$ cat config.mk
export PLATFORM = sky130hd
export DESIGN_NAME = alu_operand_issue
export DESIGN_NICKNAME = d
export VERILOG_FILES = /design/src/rtl/alu_operand_issue_pkg.sv /design/src/rtl/alu_operand_decode.sv /design/src/rtl/alu_operand_issue.sv
export SDC_FILE = /design/constraint.sdc
export NUM_CORES = 1
export LEC_CHECK = 0
export CELL_PAD_IN_SITES_DETAIL_PLACEMENT = 0
export CELL_PAD_IN_SITES_GLOBAL_PLACEMENT = 1
export CORE_MARGIN = 2
export CORE_UTILIZATION = 50
export CTS_CLUSTER_SIZE = 20
export DETAILED_ROUTE_END_ITERATION = 10
export GPL_TIMING_DRIVEN = 0
export PLACE_DENSITY_LB_ADDON = 0.05
export SKIP_LAST_GASP = 1
export SLEW_MARGIN = 5
export SYNTH_ARGS = -nofsm -noshare
export SYNTH_HDL_FRONTEND = slang
export SYNTH_HIERARCHICAL = 1
export SYNTH_SLANG_ARGS = --single-unit
$ cat constraint.sdc
create_clock -name clock -period 17.6 [get_ports clock]
set_clock_uncertainty 0.1 [all_clocks]
set_input_delay 5.28 -clock clock [delete_from_list [all_inputs] [get_ports clock]]
set_output_delay 5.28 -clock clock [all_outputs]
set_load 0.1 [all_outputs]
$ cat src/rtl/alu_operand_issue_pkg.sv
// Operand-A select encodings, opcodes and buffer types shared by the
// operand-issue block and the ALU rs1 mux.
package alu_operand_issue_pkg;

  typedef enum logic [1:0] {
    SEL_RS1   = 2'd0,
    SEL_IMM_U = 2'd1,
    SEL_IMM_Z = 2'd2
  } rs1_sel_e;

  localparam logic [6:0] OP_LUI    = 7'b0110111;
  localparam logic [6:0] OP_SYSTEM = 7'b1110011;

  typedef enum logic [1:0] {
    ST_EMPTY = 2'd0,
    ST_ONE   = 2'd1,
    ST_FULL  = 2'd2
  } buf_state_e;

  typedef struct packed {
    logic [1:0]  sel;
    logic [31:0] imm_u;
    logic [31:0] imm_z;
    logic [4:0]  rs1_addr;
  } issue_entry_t;

endpackage

$ cat src/rtl/alu_operand_decode.sv
// Combinational operand-A decode of one RV32 instruction word.
module alu_operand_decode
  import alu_operand_issue_pkg::*;
(
  input  logic [31:0] inst_i,
  output logic [1:0]  sel_o,
  output logic [31:0] imm_u_o,
  output logic [31:0] imm_z_o,
  output logic [4:0]  rs1_addr_o
);

  logic [6:0] opcode;
  assign opcode = inst_i[6:0];

  always_comb begin
    sel_o = SEL_RS1;
    if (opcode == OP_LUI) begin
      sel_o = SEL_IMM_U;
    end else if (opcode == OP_SYSTEM && inst_i[14]) begin
      // funct3[2] set marks the immediate CSR forms
      sel_o = SEL_IMM_Z;
    end
  end

  assign imm_u_o    = {inst_i[31:12], 12'h000};
  assign imm_z_o    = {27'h0, inst_i[19:15]};
  assign rs1_addr_o = inst_i[19:15];

endmodule

$ cat src/rtl/alu_operand_issue.sv
// Decodes incoming instructions and queues operand-A selections in a
// two-entry in-order buffer whose head register drives the outputs.
module alu_operand_issue
  import alu_operand_issue_pkg::*;
(
  input  logic        clock,
  input  logic        reset,
  input  logic        io_in_valid,
  input  logic [31:0] io_in_inst,
  output logic        io_in_ready,
  input  logic        io_flush,
  input  logic        io_out_ready,
  output logic        io_out_valid,
  output logic [1:0]  io_rs1_mux_sel,
  output logic [31:0] io_imm_u,
  output logic [31:0] io_imm_z,
  output logic [4:0]  io_rs1_addr
);

  buf_state_e   state_q, state_d;
  issue_entry_t head_q, head_d;
  issue_entry_t tail_q, tail_d;
  issue_entry_t dec_entry;
  logic         push, pop;

  alu_operand_decode u_decode (
    .inst_i     (io_in_inst),
    .sel_o      (dec_entry.sel),
    .imm_u_o    (dec_entry.imm_u),
    .imm_z_o    (dec_entry.imm_z),
    .rs1_addr_o (dec_entry.rs1_addr)
  );

  assign io_out_valid = (state_q != ST_EMPTY);
  assign io_in_ready  = (state_q != ST_FULL);
  assign push         = io_in_valid && io_in_ready;
  assign pop          = io_out_valid && io_out_ready;

  always_comb begin
    state_d = state_q;
    head_d  = head_q;
    tail_d  = tail_q;
    if (io_flush) begin
      state_d = ST_EMPTY;
    end else begin
      unique case (state_q)
        ST_EMPTY: begin
          if (push) begin
            state_d = ST_ONE;
            head_d  = dec_entry;
          end
        end
        ST_ONE: begin
          if (push && pop) begin
            head_d = dec_entry;
          end else if (push) begin
            state_d = ST_FULL;
            tail_d  = dec_entry;
          end else if (pop) begin
            state_d = ST_EMPTY;
          end
        end
        ST_FULL: begin
          if (pop) begin
            state_d = ST_ONE;
            head_d  = tail_q;
          end
        end
        default: state_d = ST_EMPTY;
      endcase
    end
  end

  always_ff @(posedge clock or posedge reset) begin
    if (reset) begin
      state_q <= ST_EMPTY;
      head_q  <= '0;
      tail_q  <= '0;
    end else begin
      state_q <= state_d;
      head_q  <= head_d;
      tail_q  <= tail_d;
    end
  end

  // Payload holds its last value while empty; only the valid flag drops.
  assign io_rs1_mux_sel = head_q.sel;
  assign io_imm_u       = head_q.imm_u;
  assign io_imm_z       = head_q.imm_z;
  assign io_rs1_addr    = head_q.rs1_addr;

endmodule

run_1/m1.png
Scale: 4 px per um. Supply wires on this layer in grey.
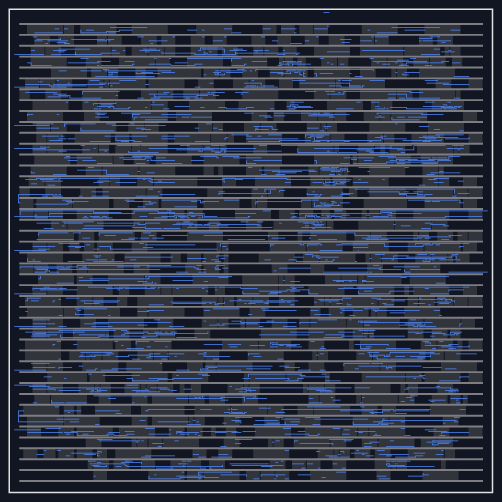
- wire length on this layer: 5540 um
- share of all routed wire: 44%
- main direction: horizontal
- longest straight run: 40.5 um
- nets with wire on the layer: 590

run_1/m2.png
Scale: 4 px per um.
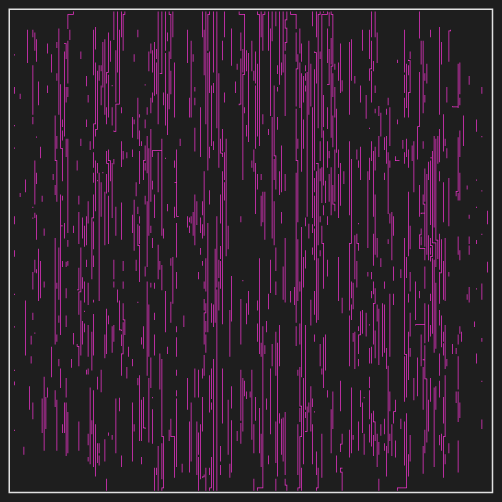
- wire length on this layer: 6490 um
- nets with wire on the layer: 595
- share of all routed wire: 51%
- longest straight run: 50.1 um
- main direction: vertical
Routed WL: 12700 um
vias after detailed routing: 3899
met2 global-route usage: 0.320

run_1/m3.png
Scale: 4 px per um.
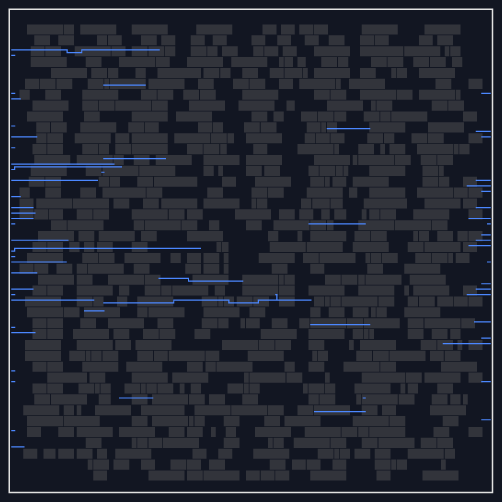
- main direction: horizontal
- share of all routed wire: 4.0%

run_1/m4.png
Scale: 3 px per um. Supply wires on this layer in grey.
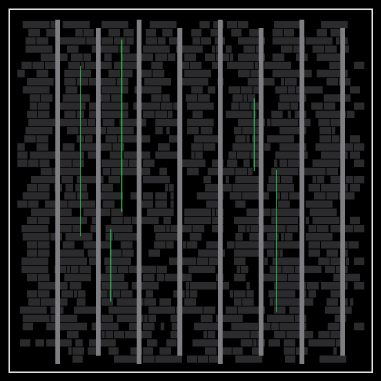
- longest straight run: 57.1 um
- main direction: vertical
- nets with wire on the layer: 2

==> notes.md, run 1 <==
run metrics: Crit path max-delay family=buffers and inverters, Syn Area/Cell=14.4 um2, Max-area cell share=0.531, endpoints failing setup=0, clock sinks=approximately 140, Die H=roughly 120 um, largest net degree at the start of global routing=between 70 and 80, Post-DP Area=0.00803 mm2, YS chip area=just under 0.007 mm2, Reg2Reg Depth=5, Hold Buf Count CTS=0, CTS Buffer Depth=2, Most common cell on crit path=buf_2, synth warn=6, antenna-violating nets left=0, DP Wirelength=~8800 um, Residual DRC=0, Primary FF master, synth=dfrtp_1, layout cells sized above 1=0.529, status=complete, no violations, adder-cell share of the synthesized area=0, Leakage=roughly 3.9 nW, Post-synth regs=around 140, Slew @ Worst Pin=about 1000 ps, Synth area leaders=dfrtp_1 (53%), mux2_2 (35%), buf_4 (8.4%), CTS HTree Levels=4, PD cells=153 mW/mm2, CTS tree=done, row count=around 42, Levels on crit path=5, Slew headroom=0.312, synth cell count leaders=mux2_2 (213), dfrtp_1 (144), buf_4 (76), compound-gate portion of the synthesized area=0.00517, synthesized area=just under 0.007 mm2, GP Congestion=between 0.7 and 0.8, CP max-delay cell=clkdlybuf4s50_1, Sequential Area=0.00360 mm2, Post-CTS Setup Inserts=0, IO Count=~110, final hold violations=0, Post-Layout Cell Count=around 800, Critical R2R Launch=state_q[1]$_DFFE_PP0P_
## run 1: sequential cells by signal (all words and copies together) (netlist names)
name,cells
tail_q,71
io_imm_u,32
io_imm_z,32
io_rs1_addr,5
io_rs1_mux_sel,2
state_q,2
## run 1: logic make-up (layout without fill, tap and decap cells)
family / Yosys count / count (layout)
AOI/OAI and AO/OA: 4 / 4
muxes: 214 / 214
and+or+nand+nor: 14 / 14
buffers and inverters: 93 / 211
DFF: 144 / 144
other: 1 / 39
## run 1: routing by layer
| layer | vias up | global-route usage | share of wire |
|---|---|---|---|
| met4 | 0 | 0.0719 | 0.016 |
| met2 | 68 | 0.320 | 0.51 |
| met5 | - | 0 | 0 |
| li1 | 1841 | - | - |
| met3 | 15 | 0.0524 | 0.040 |
| met1 | 1975 | 0.242 | 0.43 |
## run 1: power breakdown
| part | switching, mW | internal, mW |
|---|---|---|
| clock | 0.139 | 0.280 |
| combinational | 0.322 | 0.144 |
| sequential | 0.0403 | 0.412 |
| total | 0.501 | 0.836 |
## run 1: layout by cell type (no fill, tap or decap), types with 2 or more instances in the layout
master,Yosys,layout
clkinv_4,0,2
dfrtp_1,144,144
clkbuf_16,0,17
clkinvlp_4,0,4
buf_2,4,4
buf_4,76,76
conb_1,1,39
clkdlybuf4s50_1,0,85
clkbuf_1,11,12
nand2_1,4,4
mux2_2,213,213
bufinv_16,0,7
## run 1: cell type report
cell class	count	share of cell area
clock buffer	18	0.0492
sequential	144	0.413
inverter	2	0.00143
tap	176	0.0253
timing repair buffer	86	0.101
clock inverter	14	0.0301
buffer	91	0.0725
multi-input combinational	271	0.308
## run 1: worst register-to-register path: stages, from the launching register on
cell and delay [ps]:
dfrtp_1 420, nor2b_1 140, buf_2 190, clkbuf_1 510, mux2_2 400, mux2_2 260
run_1/congestion_map.png
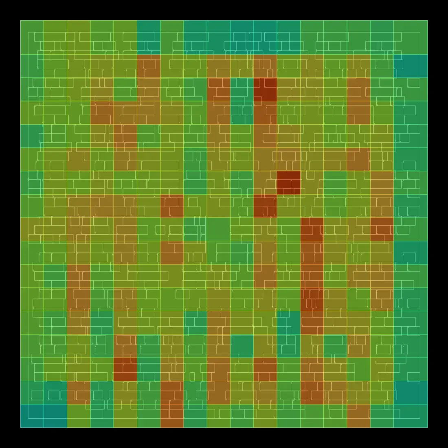

==> run 2, diff against run 1 <==
--- a/config.mk
+++ b/config.mk
@@ -8,7 +8,7 @@
 export CELL_PAD_IN_SITES_DETAIL_PLACEMENT = 0
 export CELL_PAD_IN_SITES_GLOBAL_PLACEMENT = 1
 export CORE_MARGIN = 2
-export CORE_UTILIZATION = 50
+export CORE_UTILIZATION = 46
 export CTS_CLUSTER_SIZE = 20
 export DETAILED_ROUTE_END_ITERATION = 10
 export GPL_TIMING_DRIVEN = 0
==> constraint.sdc (replaced) <==
create_clock -name clock -period 8.1 [get_ports clock]
set_clock_uncertainty 0.1 [all_clocks]
set_input_delay 2.43 -clock clock [delete_from_list [all_inputs] [get_ports clock]]
set_output_delay 2.43 -clock clock [all_outputs]
set_load 0.1 [all_outputs]
run_2/congestion_map.png
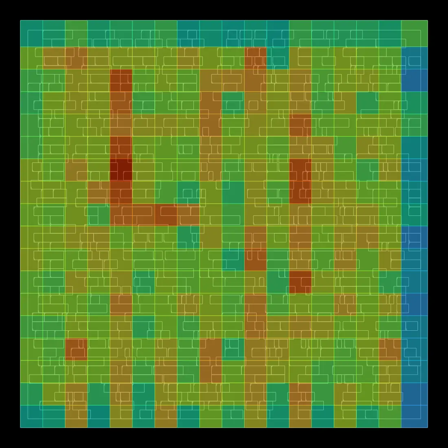
gr busiest metal: met2
WL/cell: 15.7 um

==> run 2 against run 1 <==
Sequential cell count unchanged. Largest power group unchanged. Highest routed layer unchanged. Cell area down 0.85%. Critical path depth unchanged. Synthesized cell count unchanged. Sequential share of layout area up 0.35 points.
==> notes.md, run 2 <==
run metrics: Post-CTS Setup Inserts=0, IO Count=roughly 110, row count=roughly 44, synth warn=6, Biggest consumer=combinational logic, switching part of the total=0.385, Die H=between 100 and 150 um, clock share of power=0.285, clock sinks=144, YS chip area=0.00678 mm2, Logic power comb=between 1 and 1.5 mW, CTS HTree Levels=4, Power Clock=0.793 mW, status=complete, no violations, layout cells sized above 1=0.527, synth cell count leaders=mux2_2 (213), dfrtp_1 (144), buf_4 (76), PD cells=between 300 and 400 mW/mm2, Seq pwr share=0.352, Synth area leaders=dfrtp_1 (53%), mux2_2 (35%), buf_4 (8.4%), synthesized area=between 0.006 and 0.007 mm2, most frequent cells in the layout=mux2_2 (213), dfrtp_1 (144), clkdlybuf4s50_1 (85), Leakage=roughly 3.9 nW, Hold Buf Count CTS=0
run_2/m1.png
Scale: 4 px per um. Supply wires on this layer in grey.
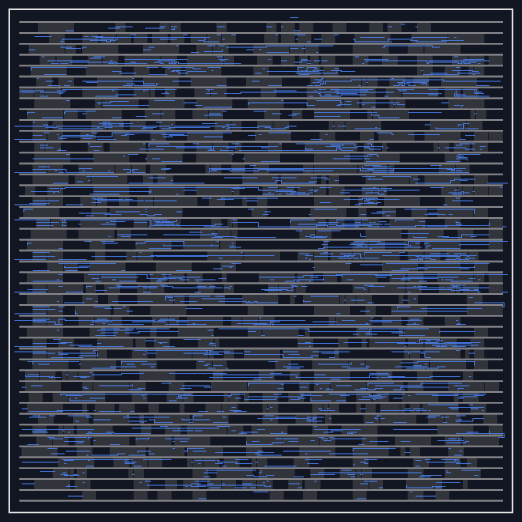
- longest straight run: 48.3 um
- main direction: horizontal
grt met1 use: 0.213
Routed WL: 12700 um
vias after detailed routing: 3884

[run 2: metrics by stage]
stage	area [um2]	cells	util	total power, mW	setup TNS, ps
after floorplan	6920	508	-	1.78	0
after global placement	8010	777	0.553	1.98	-45710
after detailed placement	8040	778	0.555	2.01	0
after CTS	8650	810	0.597	2.82	0
after global routing	8650	810	0.597	2.90	0
final	8650	810	0.597	2.79	0
[run 2: cells by family after synthesis]
group,after synthesis,share of synthesized area
AOI/OAI and AO/OA,4,0.00517
buffers and inverters,93,0.0943
DFF,144,0.531
muxes,214,0.355
other,1,0.000553
and+or+nand+nor,14,0.0135
[run 2: final timing paths]
kind,from,endpoint,slack (ps)
max,state_q[1]$_DFFE_PP0P_,io_in_ready,2740
min,tail_q[15]$_DFFE_PP0P_,tail_q[15]$_DFFE_PP0P_,400
max reg2reg,state_q[1]$_DFFE_PP0P_,io_imm_z[16]$_DFFE_PP0P_,5890
min reg2reg,tail_q[15]$_DFFE_PP0P_,tail_q[15]$_DFFE_PP0P_,400
max in group asynchronous,reset,state_q[1]$_DFFE_PP0P_,4720
min in group asynchronous,reset,tail_q[13]$_DFFE_PP0P_,2390
[run 2: critical path: stages (launching register included)]
cell	delay (ps)
dfrtp_1	430
nor2b_1	150
buf_2	170
inv_1	140
buf_2	330
clkdlybuf4s50_1	1190
[run 2: layer usage]
metal | vias to the layer above | global-route usage | routed length, um
met1 | 1971 | 0.213 | 5600
met4 | 0 | 0.0627 | 171
met3 | 13 | 0.0531 | 558
met2 | 65 | 0.285 | 6380
li1 | 1835 | - | -
met5 | - | 0 | 0
[run 2: area by class of cell]
class	count	area, um2
plain buffers	91	632
clock buffers	22	474
clock inverters	10	134
fillers	1202	5830
inverters	2	12.5
multi-input cells	271	2680
flip-flops and latches	144	3600
well taps	184	230
repair buffers	86	878
run_2/m4.png
Scale: 3 px per um. Supply wires on this layer in grey.
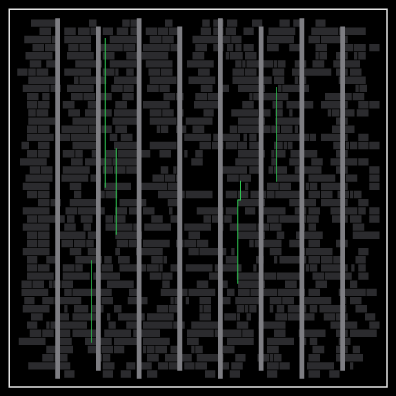

==> run 3, diff against run 2 <==
--- a/config.mk
+++ b/config.mk
@@ -8,7 +8,7 @@
 export CELL_PAD_IN_SITES_DETAIL_PLACEMENT = 0
 export CELL_PAD_IN_SITES_GLOBAL_PLACEMENT = 1
 export CORE_MARGIN = 2
-export CORE_UTILIZATION = 46
+export CORE_UTILIZATION = 42
 export CTS_CLUSTER_SIZE = 20
 export DETAILED_ROUTE_END_ITERATION = 10
 export GPL_TIMING_DRIVEN = 0
==> constraint.sdc (replaced) <==
create_clock -name clock -period 4.7 [get_ports clock]
set_clock_uncertainty 0.1 [all_clocks]
set_input_delay 1.41 -clock clock [delete_from_list [all_inputs] [get_ports clock]]
set_output_delay 1.41 -clock clock [all_outputs]
set_load 0.1 [all_outputs]
run_3/m4.png
Scale: 3 px per um. Supply wires on this layer in grey.
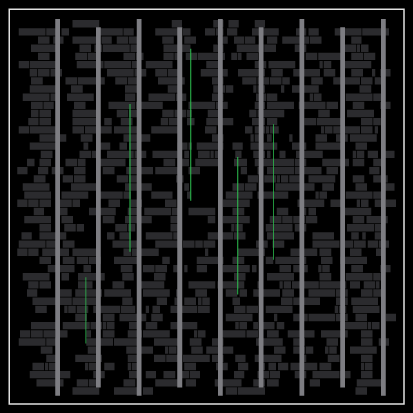
- main direction: vertical
- nets with wire on the layer: 3
- longest straight run: 50.3 um

==> run 3 against run 2 <==
Cell area is 0.56% higher. Utilization down 4.8 points. Sequential cell count is the same. Worst hold slack got worse by 2.7 ps. Critical path type unchanged. Largest cell class unchanged. Highest routed layer unchanged.
==> notes.md, run 3 <==
run metrics: final hold violations=0, Syn Area/Cell=between 10 and 15 um2, YS chip area=between 0.006 and 0.007 mm2, compound-gate portion of the synthesized area=0.00517, Synth area leaders=dfrtp_1 (53%), mux2_2 (35%), buf_4 (8.4%), antenna-violating nets left=0, DP Wirelength=9030 um, PD cells=546 mW/mm2, Post-Synth XOR/XNOR Area=0, most frequent logic cell in the layout=mux2_2, Max-area cell share=0.531, grt met3 use=0.0459, endpoints failing setup=0, synth cell count leaders=mux2_2 (213), dfrtp_1 (144), buf_4 (76), WL/cell=between 15 and 20 um, synth warn=6, synthesized area=roughly 0.0068 mm2, GP Congestion=~0.7, Synth mux share=0.355, Post-synth regs=approximately 140, Sequential Area=roughly 0.0036 mm2, gr busiest metal=met2, most frequent cells in the layout=mux2_2 (213), dfrtp_1 (144), clkdlybuf4s50_1 (85), Primary FF master, synth=dfrtp_1, Post-CTS Setup Inserts=0, status=complete, no violations, top sig layer=met4, MI comb area=0.00268 mm2, CTS Buffer Depth=2, Main logic family=multiplexers, Met3 Wirelength=approximately 580 um, Hold Buf Count CTS=0, setup TNS=0 ps, Most flops, register=tail_q, max FFs per register=between 70 and 80, Leakage=between 3 and 4 nW, adder-cell share of the synthesized area=0, Met2 Wirelength=6350 um, final instance area=0.00869 mm2, row count=~46, met1 wire length=~5700 um
run_3/congestion_map.png
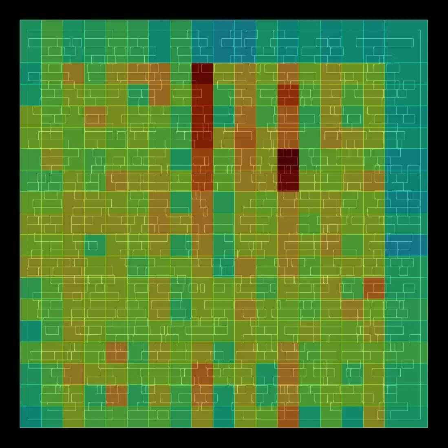
met2 global-route usage: 0.259
gr usage total: 0.162
final core area utilization: 0.549

run 3: path summary, 6_finish.rpt:
check / from / end / slack (ps) / cells past startpoint
worst max-delay path: state_q[1]$_DFFE_PP0P_ / io_in_ready / 370 / 5
worst min-delay path: tail_q[70]$_DFFE_PP0P_ / tail_q[70]$_DFFE_PP0P_ / 400 / 1
worst max register to register: state_q[1]$_DFFE_PP0P_ / io_imm_u[11]$_DFFE_PP0P_ / 2450 / 4
worst min register to register: tail_q[70]$_DFFE_PP0P_ / tail_q[70]$_DFFE_PP0P_ / 400 / 1
max in group asynchronous: reset / tail_q[60]$_DFFE_PP0P_ / 2160 / 4
min in group asynchronous: reset / tail_q[28]$_DFFE_PP0P_ / 1420 / 2
run 3: cell type report:
| cell class | instances | area share |
|---|---|---|
| buffer | 91 | 0.0727 |
| clock buffer | 25 | 0.0616 |
| clock inverter | 5 | 0.00576 |
| inverter | 2 | 0.00130 |
| multi-input combinational | 271 | 0.308 |
| sequential | 144 | 0.414 |
| tap | 216 | 0.0311 |
| timing repair buffer | 88 | 0.105 |
run 3: critical path, stage by stage, from the launching register on:
cell and delay, ps:
dfrtp_1 440, nor2b_1 150, buf_2 170, inv_1 150, buf_2 310, clkdlybuf4s50_1 1200
run 3: stage by stage:
step                hold WS (ps)  std cells  total power, mW  worst slack (ps)  utilization
finish                       398        842             4.75               366        0.549
global route                 417        842             4.96               229        0.549
CTS                          402        842             4.81               321        0.549
detailed placement           389        812             3.47               776        0.512
global placement             381        809             3.42              26.4        0.509
floorplan                    374        508             3.06              1380            -
run 3: where the power goes:
part | internal, mW | switching [mW] | total [mW]
clock network | 0.832 | 0.480 | 1.31
registers | 1.54 | 0.146 | 1.69
logic | 0.542 | 1.20 | 1.75
Power is estimated from default activity; no workload was simulated.
